## src/rtl/debug_addr_sel.sv

```systemverilog
// Debug address selector: rotary encoder, push button and group button
// inputs are synchronized, debounced and edge-detected to step an 8-bit {group, index} address.
module debug_addr_sel #(
  parameter int unsigned DB_CNT_W = 20
) (
  input  logic       clk,
  input  logic       rst,
  input  logic       rot_a,
  input  logic       rot_b,
  input  logic       rot_push,
  input  logic       btn_mode,
  output logic [7:0] addr,
  output logic       addr_changed
);

  typedef enum logic [2:0] {
    GRP_REGS = 3'b000,
    GRP_DP   = 3'b001,
    GRP_CP0  = 3'b010
  } grp_t;

  // channel order: [0] rot_a, [1] rot_b, [2] rot_push, [3] btn_mode
  logic [3:0]          raw;
  logic [3:0]          sync1;
  logic [3:0]          sync2;
  logic [3:0]          deb;
  logic [3:0]          prev;
  logic [DB_CNT_W-1:0] cnt [4];

  logic step_up;
  logic step_dn;
  logic push_rise;
  logic mode_rise;

  grp_t       grp;
  logic [4:0] idx;
  logic [4:0] idx_max;

  assign raw = {btn_mode, rot_push, rot_b, rot_a};

  always_ff @(posedge clk) begin
    if (!rst) begin
      sync1 <= '0;
      sync2 <= '0;
    end else begin
      sync1 <= raw;
      sync2 <= sync1;
    end
  end

  // A level is accepted once it has differed from deb for 2^DB_CNT_W cycles.
  always_ff @(posedge clk) begin
    if (!rst) begin
      deb <= '0;
      for (int unsigned i = 0; i < 4; i++) cnt[i] <= '0;
    end else begin
      for (int unsigned i = 0; i < 4; i++) begin
        if (sync2[i] == deb[i]) begin
          cnt[i] <= '0;
        end else if (cnt[i] == '1) begin
          deb[i] <= sync2[i];
          cnt[i] <= '0;
        end else begin
          cnt[i] <= cnt[i] + DB_CNT_W'(1);
        end
      end
    end
  end

  always_ff @(posedge clk) begin
    if (!rst) begin
      prev      <= '0;
      step_up   <= 1'b0;
      step_dn   <= 1'b0;
      push_rise <= 1'b0;
      mode_rise <= 1'b0;
    end else begin
      prev      <= deb;
      step_up   <= deb[0] & ~prev[0] & ~deb[1];
      step_dn   <= deb[0] & ~prev[0] &  deb[1];
      push_rise <= deb[2] & ~prev[2];
      mode_rise <= deb[3] & ~prev[3];
    end
  end

  always_comb begin
    idx_max = (grp == GRP_DP) ? 5'd23 : 5'd31;
  end

  // Priority: group change, then index clear, then rotation step.
  always_ff @(posedge clk) begin
    if (!rst) begin
      grp          <= GRP_REGS;
      idx          <= '0;
      addr_changed <= 1'b0;
    end else begin
      addr_changed <= 1'b0;
      if (mode_rise) begin
        case (grp)
          GRP_REGS: grp <= GRP_DP;
          GRP_DP:   grp <= GRP_CP0;
          default:  grp <= GRP_REGS;
        endcase
        idx          <= '0;
        addr_changed <= 1'b1;
      end else if (push_rise) begin
        idx          <= '0;
        addr_changed <= 1'b1;
      end else if (step_up) begin
        idx          <= (idx >= idx_max) ? 5'd0 : idx + 5'd1;
        addr_changed <= 1'b1;
      end else if (step_dn) begin
        idx          <= (idx == 5'd0 || idx > idx_max) ? idx_max : idx - 5'd1;
        addr_changed <= 1'b1;
      end
    end
  end

  assign addr = {grp, idx};

endmodule

```

## config.mk

```make
export PLATFORM = sky130hd
export DESIGN_NAME = debug_addr_sel
export DESIGN_NICKNAME = d
export VERILOG_FILES = /design/src/rtl/debug_addr_sel.sv
export SDC_FILE = /design/constraint.sdc
export NUM_CORES = 1
export LEC_CHECK = 0
export CAP_MARGIN = 20
export CORE_ASPECT_RATIO = 2
export CORE_MARGIN = 5
export CORE_UTILIZATION = 40
export CTS_CLUSTER_DIAMETER = 50
export DETAILED_ROUTE_END_ITERATION = 12
export PLACE_DENSITY_LB_ADDON = 0.05
export SYNTH_ARGS = -nofsm -noshare
export SYNTH_HDL_FRONTEND = slang
export SYNTH_SLANG_ARGS = --single-unit
```

## constraint.sdc

```tcl
create_clock -name clk -period 2.6 [get_ports clk]
set_clock_uncertainty 0.05 [all_clocks]
set_input_delay 0.26 -clock clk [delete_from_list [all_inputs] [get_ports clk]]
set_output_delay 0.26 -clock clk [all_outputs]
set_load 0.05 [all_outputs]
```

**Register map, names as in the netlist**

(2 px per µm) Other sequential cells in the stronger gray, the rest of the logic in the fainter gray.
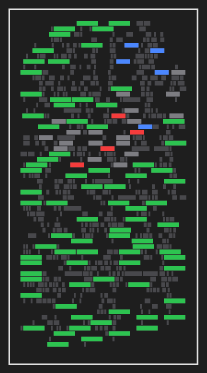
Key: blue = `idx` [sequential cells 5, where top right]; red = `deb` [sequential cells 4]; green = `cnt` [sequential cells 80, where widely spread]

**Signal wires by layer**

(3 px per µm)
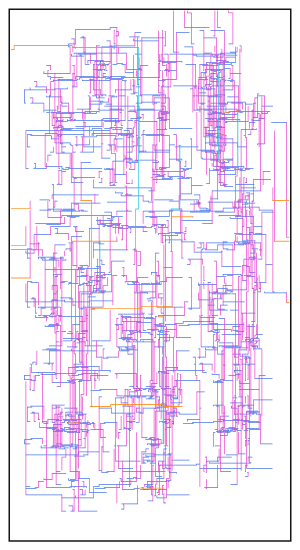
Key: blue = metal 1 [wire length 4110 µm]; magenta = metal 2 [wire length 6160 µm]; orange = metal 3 [wire length 193 µm]; cyan = metal 4 [wire length 302 µm]

**Pin placement**

(2 px per µm) Pins as bars across the die edge, other pins in gray.
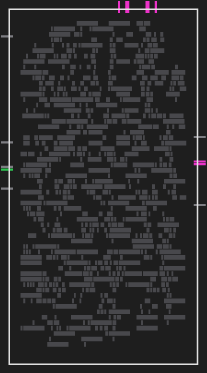
Key: magenta = `addr` [pins 8, direction output, edge 6 top, 2 right]; green = `rot_a` [pins 1, direction input, edge left]

**Nets reached from selected ports**

(3 px per µm)
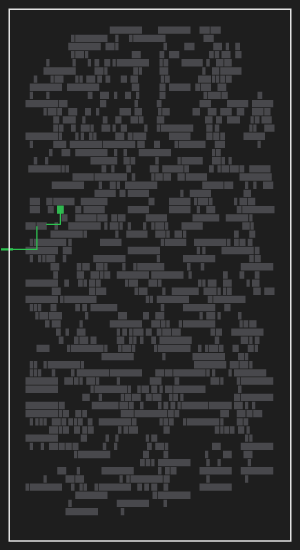
Key: green = `rot_a` [direction input, end cells 1, buffers 1, wire 25.5 µm]

==> reports/results.ini <==
[critical_path]
endpoint=idx[3]
crit_start=grp[0]
start_kind=flop
path_cells=nor2b_1 > ha_1 > a41o_1 > a31oi_1 > mux2_2 > a211oi_1
r2r_end=idx[3]
cpLargestDelayFamily=AND-OR/OR-AND gates
reg2reg_slack_ns=0.37
crit_arrival_ns=2.44
crit_slowest_cell=dfxtp_1

[power_and_ir_drop]
p_sw_share_pct=22.10
intPower_uw=2593
powerClk_uw=1240
p_total_uw=3328
power.leakage_uw=0.002255
comb_power_share_pct=4.0
power_leader=registers

[placement]
port_buffers=13
dpl-instance-area_um2=6193

[synthesis]
synth_area_leader_cell=edfxtp_1
syn_avg_cell_area_um2=10.18
synth_cells=546
area_leaders=edfxtp_1 (43%), dfxtp_1 (9.7%), xnor2_1 (5.5%), nor2_1 (4.9%), nand3_1 (3.7%)
muxShareOfSynthArea_pct=0.9453
ys.flop_type=edfxtp_1
synthXorXnorAreaFrac_pct=8.665
seq_area_frac_synth_pct=52.94
synth.cell_area_um2=5559
logic_family=simple AND/OR/NAND/NOR gates
synthArstFlopShare_pct=0

[finish]
largest_register_ffs=80
regMostFlops=cnt
nClkBuffers=11
buffer_area_share_pct=2.714
nNonClkBuffers=19
layout_top_cell=conb_1
final_util_pct=46.72
area_growth_syn_to_layout_pct=16.09
clk_share_pct=4.033

[drt]
post-route-drc-count=0
vias=4115
drt_iter0_drc=146
routed.top_layer=met4
wl_met2_um=6160
routed_via_density=4.934
met3_length_um=193

[status]
outcome=complete, no violations

[grt]
overflow=0
antenna_found_initial=0
grt_pass1_wl_um=18690
grt_max_degree=20
grt_pass1_vias=4171
grt_use_total_pct=14.09

[cts]
cts.clk_slew.worst_paths_ns=0.07
tritoncts=yes
h-tree-depth=3
cts_buffer_depth=2
post_cts_buffers=0

[final_timing]
worst_pin_slew_ns=0.8266
slew_viol_final=0
post-route-min-period_ns=2.232

[die]
fp_util_pct=40.24
fp.coreArea_um2=13810
placementRows=61
io_pins=15

[hold_path]
min_path_type=reg2reg

[run]
warnings=27

